==> src/rtl/riscv_mem_pkg.sv <==
// Shared types and default timing constants for the unified memory port arbiter.
package riscv_mem_pkg;

  typedef enum logic [1:0] {IDLE, ISSUE, WAIT, RESP} arb_state_t;
  typedef enum logic {OWN_IF, OWN_D} owner_t;

  localparam int DEF_MEM_LAT    = 1;
  localparam int DEF_STARVE_MAX = 4;

endpackage

==> src/rtl/arb_grant_sel.sv <==
// Grant choice between fetch and data: data wins unless fetch has waited
// through the maximum number of consecutive data grants.
module arb_grant_sel
  import riscv_mem_pkg::*;
(
  input  logic   if_req,
  input  logic   d_req,
  input  logic   starved,
  output logic   grant,
  output owner_t owner
);

  always_comb begin
    grant = if_req | d_req;
    owner = OWN_D;
    if (if_req && (!d_req || starved)) begin
      owner = OWN_IF;
    end
  end

endmodule

==> src/rtl/mem_port_arbiter.sv <==
// Shares one memory port between fetch and load/store: fixed data priority with
// a fetch starvation guard, fixed-latency access FSM, registered outputs.
module mem_port_arbiter
  import riscv_mem_pkg::*;
#(
  parameter int ADDR_W     = 32,
  parameter int DATA_W     = 32,
  parameter int MEM_LAT    = DEF_MEM_LAT,
  parameter int STARVE_MAX = DEF_STARVE_MAX
) (
  input  logic                clk,
  input  logic                reset,
  input  logic                if_req,
  input  logic [ADDR_W-1:0]   if_addr,
  output logic                if_ack,
  output logic [DATA_W-1:0]   if_rdata,
  input  logic                d_req,
  input  logic                d_we,
  input  logic [ADDR_W-1:0]   d_addr,
  input  logic [DATA_W-1:0]   d_wdata,
  input  logic [DATA_W/8-1:0] d_be,
  output logic                d_ack,
  output logic [DATA_W-1:0]   d_rdata,
  output logic                mem_en,
  output logic                mem_we,
  output logic [ADDR_W-1:0]   mem_addr,
  output logic [DATA_W-1:0]   mem_wdata,
  output logic [DATA_W/8-1:0] mem_be,
  input  logic [DATA_W-1:0]   mem_rdata,
  output logic                busy
);

  localparam int BE_W  = DATA_W / 8;
  localparam int LAT_W = (MEM_LAT > 1) ? $clog2(MEM_LAT) : 1;
  localparam int CNT_W = $clog2(STARVE_MAX + 1);
  localparam logic [LAT_W-1:0] LAT_LOAD = LAT_W'(MEM_LAT - 1);
  localparam logic [CNT_W-1:0] CNT_MAX  = CNT_W'(STARVE_MAX);

  arb_state_t        state, state_nxt;
  owner_t            owner, owner_nxt;
  owner_t            grant_owner;
  logic              grant;
  logic              op_we, op_we_nxt;
  logic [LAT_W-1:0]  lat_cnt, lat_cnt_nxt;
  logic [CNT_W-1:0]  starve_cnt, starve_cnt_nxt;
  logic              mem_en_nxt, mem_we_nxt, if_ack_nxt, d_ack_nxt, busy_nxt;
  logic [ADDR_W-1:0] mem_addr_nxt;
  logic [DATA_W-1:0] mem_wdata_nxt, if_rdata_nxt, d_rdata_nxt;
  logic [BE_W-1:0]   mem_be_nxt;

  arb_grant_sel u_grant_sel (
    .if_req  (if_req),
    .d_req   (d_req),
    .starved (starve_cnt == CNT_MAX),
    .grant   (grant),
    .owner   (grant_owner)
  );

  always_ff @(posedge clk) begin
    if (reset) begin
      state      <= IDLE;
      owner      <= OWN_IF;
      op_we      <= 1'b0;
      lat_cnt    <= '0;
      starve_cnt <= '0;
      mem_en     <= 1'b0;
      mem_we     <= 1'b0;
      mem_addr   <= '0;
      mem_wdata  <= '0;
      mem_be     <= '0;
      if_ack     <= 1'b0;
      d_ack      <= 1'b0;
      if_rdata   <= '0;
      d_rdata    <= '0;
      busy       <= 1'b0;
    end else begin
      state      <= state_nxt;
      owner      <= owner_nxt;
      op_we      <= op_we_nxt;
      lat_cnt    <= lat_cnt_nxt;
      starve_cnt <= starve_cnt_nxt;
      mem_en     <= mem_en_nxt;
      mem_we     <= mem_we_nxt;
      mem_addr   <= mem_addr_nxt;
      mem_wdata  <= mem_wdata_nxt;
      mem_be     <= mem_be_nxt;
      if_ack     <= if_ack_nxt;
      d_ack      <= d_ack_nxt;
      if_rdata   <= if_rdata_nxt;
      d_rdata    <= d_rdata_nxt;
      busy       <= busy_nxt;
    end
  end

  // Outputs are computed one cycle early so that they appear registered in the
  // state they belong to (mem_en in ISSUE, ack in RESP).
  always_comb begin
    state_nxt      = state;
    owner_nxt      = owner;
    op_we_nxt      = op_we;
    lat_cnt_nxt    = lat_cnt;
    starve_cnt_nxt = starve_cnt;
    mem_en_nxt     = 1'b0;
    mem_we_nxt     = 1'b0;
    mem_addr_nxt   = mem_addr;
    mem_wdata_nxt  = mem_wdata;
    mem_be_nxt     = mem_be;
    if_ack_nxt     = 1'b0;
    d_ack_nxt      = 1'b0;
    if_rdata_nxt   = if_rdata;
    d_rdata_nxt    = d_rdata;

    case (state)
      IDLE: begin
        if (grant) begin
          state_nxt  = ISSUE;
          owner_nxt  = grant_owner;
          mem_en_nxt = 1'b1;
          if (grant_owner == OWN_D) begin
            op_we_nxt     = d_we;
            mem_we_nxt    = d_we;
            mem_addr_nxt  = d_addr;
            mem_wdata_nxt = d_wdata;
            mem_be_nxt    = d_we ? d_be : '1;
            if (!if_req) begin
              starve_cnt_nxt = '0;
            end else if (starve_cnt != CNT_MAX) begin
              starve_cnt_nxt = starve_cnt + CNT_W'(1);
            end
          end else begin
            op_we_nxt      = 1'b0;
            mem_addr_nxt   = if_addr;
            mem_be_nxt     = '1;
            starve_cnt_nxt = '0;
          end
        end
      end
      ISSUE: begin
        state_nxt   = WAIT;
        lat_cnt_nxt = LAT_LOAD;
      end
      WAIT: begin
        if (lat_cnt == '0) begin
          state_nxt  = RESP;
          if_ack_nxt = (owner == OWN_IF);
          d_ack_nxt  = (owner == OWN_D);
          if (owner == OWN_IF) begin
            if_rdata_nxt = mem_rdata;
          end else if (!op_we) begin
            d_rdata_nxt = mem_rdata;
          end
        end else begin
          lat_cnt_nxt = lat_cnt - LAT_W'(1);
        end
      end
      RESP: begin
        state_nxt = IDLE;
      end
      default: begin
        state_nxt = IDLE;
      end
    endcase

    busy_nxt = (state_nxt != IDLE);
  end

endmodule
==> config.mk <==
export PLATFORM = sky130hd
export DESIGN_NAME = mem_port_arbiter
export DESIGN_NICKNAME = d
export VERILOG_FILES = /design/src/rtl/riscv_mem_pkg.sv /design/src/rtl/arb_grant_sel.sv /design/src/rtl/mem_port_arbiter.sv
export SDC_FILE = /design/constraint.sdc
export NUM_CORES = 1
export LEC_CHECK = 0
export CAP_MARGIN = 10
export CORE_MARGIN = 4
export CORE_UTILIZATION = 40
export CTS_CLUSTER_DIAMETER = 120
export CTS_CLUSTER_SIZE = 24
export DETAILED_ROUTE_END_ITERATION = 10
export HOLD_SLACK_MARGIN = 0.12
export PLACE_DENSITY = 0.83
export RECOVER_POWER = 100
export REMOVE_ABC_BUFFERS = 1
export SKIP_CTS_REPAIR_TIMING = 1
export SLEW_MARGIN = 20
export SYNTH_ARGS = -nofsm -noshare
export SYNTH_HDL_FRONTEND = slang
export SYNTH_SLANG_ARGS = --single-unit
==> constraint.sdc <==
create_clock -name clk -period 1.6 [get_ports clk]
set_input_delay 0.4 -clock clk [delete_from_list [all_inputs] [get_ports clk]]
set_output_delay 0.4 -clock clk [all_outputs]
set_load 0.01 [all_outputs]
==> run summary <==
Status: finished clean
Detailed placement HPWL: 13140 um
Residual DRC: 0
Via density: 5.295
# diodes: 0
Minimum clock period: 1.526 ns
Max Root-Sink Buffers: 2
Tap Count: 176
Average size of a mapped cell: 8.046 sq um
Sum of negative setup slack: 0 ns
Pleak: 3.307 nW
Crit path largest cell delay: 0.55 ns
Io pins: 274
DRT Pass-1 Iters: 4
Fin crit share: 0.9535
Die Wd: 125.4 um
Yosys stat area: 5512 sq um
Vias in the first global route: 5798
Final hold vios: 0
Data buffer area share: 0.3173
Ys cells: 685
Layout area overhead: 62.32%
Worst path slowest cell: clkdlybuf4s50_1
Pin count of the biggest net entering global routing: 81
Latency at later pin: 0.41 ns
Worst Path Max Fanout: 13
Die Ht: 125.4 um
Root Driver: clkbuf_16
CTS buffer count: 17
Post-Synthesis Cell Area: 5512 sq um
Core ar.: 13350 sq um
FP Util: 0.4129
Crit path kind: in2reg
Number of enable flip-flop cells: 0
Sequential power share: 0.352
Layout fillers: 1144
Setup WS pre-CTS: -0.2929 ns
Std cell rows: 42
OpenROAD warning count: 27
Iter 0 DRT Violations: 541
Fin nets: 1084
Instance tally after logic synthesis: 685
Setup slack after layout: 0.07433 ns
Worst VDD drop: 0.7912 mV
Flop area: 2884 sq um
Worst path cell trace: clkdlybuf4s50_1 -> clkbuf_1 -> o21ai_2 -> buf_2 -> nand2_1 -> a21oi_1
Signal buffers: 304
Seq share, synth: 0.5230
Wirelength per Cell: 16.87 um
Largest cell class: registers
Fraction of layout cells with a size suffix above 1: 0.07225
Most frequent logic cell in the layout: dfxtp_1
Actual slew at the worst max-slew pin: 0.3475 ns
Top cells by area: dfxtp_1 52%, a21oi_1 12%, nand2_1 9.1%, o21ai_0 8.2%, a31oi_1 3.6%
Synth Register Bits: 144
Commonest cells in the netlist: 144 x dfxtp_1, 136 x a21oi_1, 133 x nand2_1
Power Density: 1488 nW/um^2
Flip-flops: 144
Initial antenna violation count: 0
CP delay by family, top: buffers and inverters
CTS tree: done
Logic area: 2315 sq um
Post-synth cell types: 33
CP arrival: 1.87 ns
Crit path launch type: input port
Port bufs: 273
Flop share of the area: 0.3224
Ys async rst share: 0
Crit path required time: 1.94 ns
Skew final: 0.005418 ns
Reg clk slew, reported paths: 0.06 ns
ANT nets after route: 0
Clock buffer cells: 22
ClkCell Share: 0.07399
Total GRT Usage: 0.2305
Gate power share: 0.316
Most common cell in the synthesized netlist: dfxtp_1
==> path summary, 6_finish.rpt <==
| path | startpoint | to | slack, ns | cells after the start |
|---|---|---|---|---|
| hold reg to reg | d_rdata[21] | d_rdata[21] | 0.45 | 2 |
| setup reg to reg | starve_cnt[0] | mem_addr[14] | 0.08 | 6 |
| setup / recovery | if_req | starve_cnt[2] | 0.07 | 6 |
| hold / removal | reset | mem_be[3] | 0.44 | 4 |
==> registers in the layout, summed over array words and instances, names as in the netlist, 2 cells and up <==
name        flops
mem_be          4
mem_wdata      32
d_rdata        32
mem_addr       32
state           2
if_rdata       32
starve_cnt      3
==> metrics by stage <==
stage / area (sq um) / std cells / util / total power [mW] / hold WS [ns]
6_report: 8946 / 1131 / 0.6702 / 13.31 / 0.4404
5_1_grt: 8946 / 1131 / 0.6702 / 14.00 / 0.4677
4_1_cts: 9226 / 1131 / 0.6912 / 13.83 / 0.4257
3_5_place_dp: 8564 / 1100 / 0.6416 / 9.390 / 0.4455
3_3_place_gp: 8564 / 1100 / 0.6416 / 9.286 / 0.4412
2_1_floorplan: 5213 / 620 / - / 6.631 / 0.4425
==> power by group through the flow <==
stage	Sequential [mW]	Clock, mW	Combinational [mW]
final	4.68	4.42	4.21
after floorplan	5.05	0	1.58
after CTS	4.68	4.47	4.68
after global placement	4.72	0	4.56
after detailed placement	4.73	0	4.66
after global routing	4.77	4.64	4.59
==> per-layer routing <==
metal	vias up	GRT usage	share of wire
li1	2883	-	-
met1	2790	0.2743	0.39
met2	280	0.3847	0.49
met3	36	0.07505	0.084
met4	0	0.09503	0.027
met5	-	0	0
==> kinds of logic after synthesis <==
family,Yosys count,share of synthesized area
compound gates,277,0.2636
fa+ha+maj,4,0.009081
buf+inv,72,0.05902
flops,144,0.5230
simple gates,188,0.1453
### The metal 1 layer

Bar = 50 um.
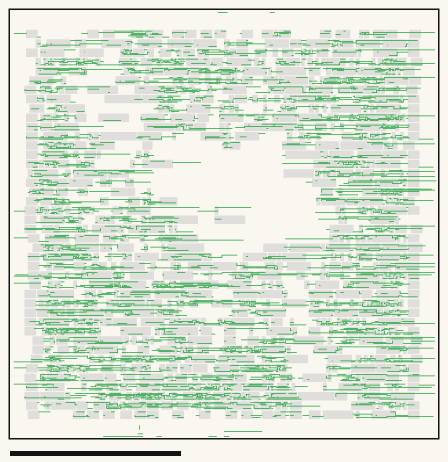
The layer holds 39% of the routed length. The wires run mostly horizontal. 951 nets have wire on it. The layer carries 7530 um of wire. The longest straight run is 32.2 um.
via count: 5989
WL final: 19080 um
GR Util met1: 0.2743

### The metal 2 layer

Bar = 50 um.
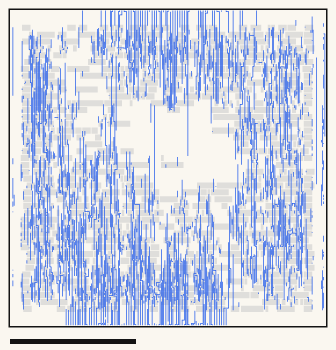
The longest straight run is 57.3 um. The layer carries 9440 um of wire. The wires run mostly vertical. The layer holds 49% of the routed length.
met2 Usage GRT: 0.3847

### Signal wires on met3

Bar = 50 um.
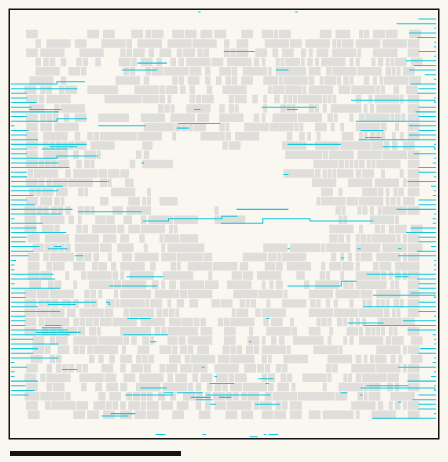
The layer holds 8.4% of the routed length. The layer carries 1610 um of wire. The wires run mostly horizontal.
met3 Use GR: 0.07505

No activity file was given, so power comes from the tool's default toggle rates.
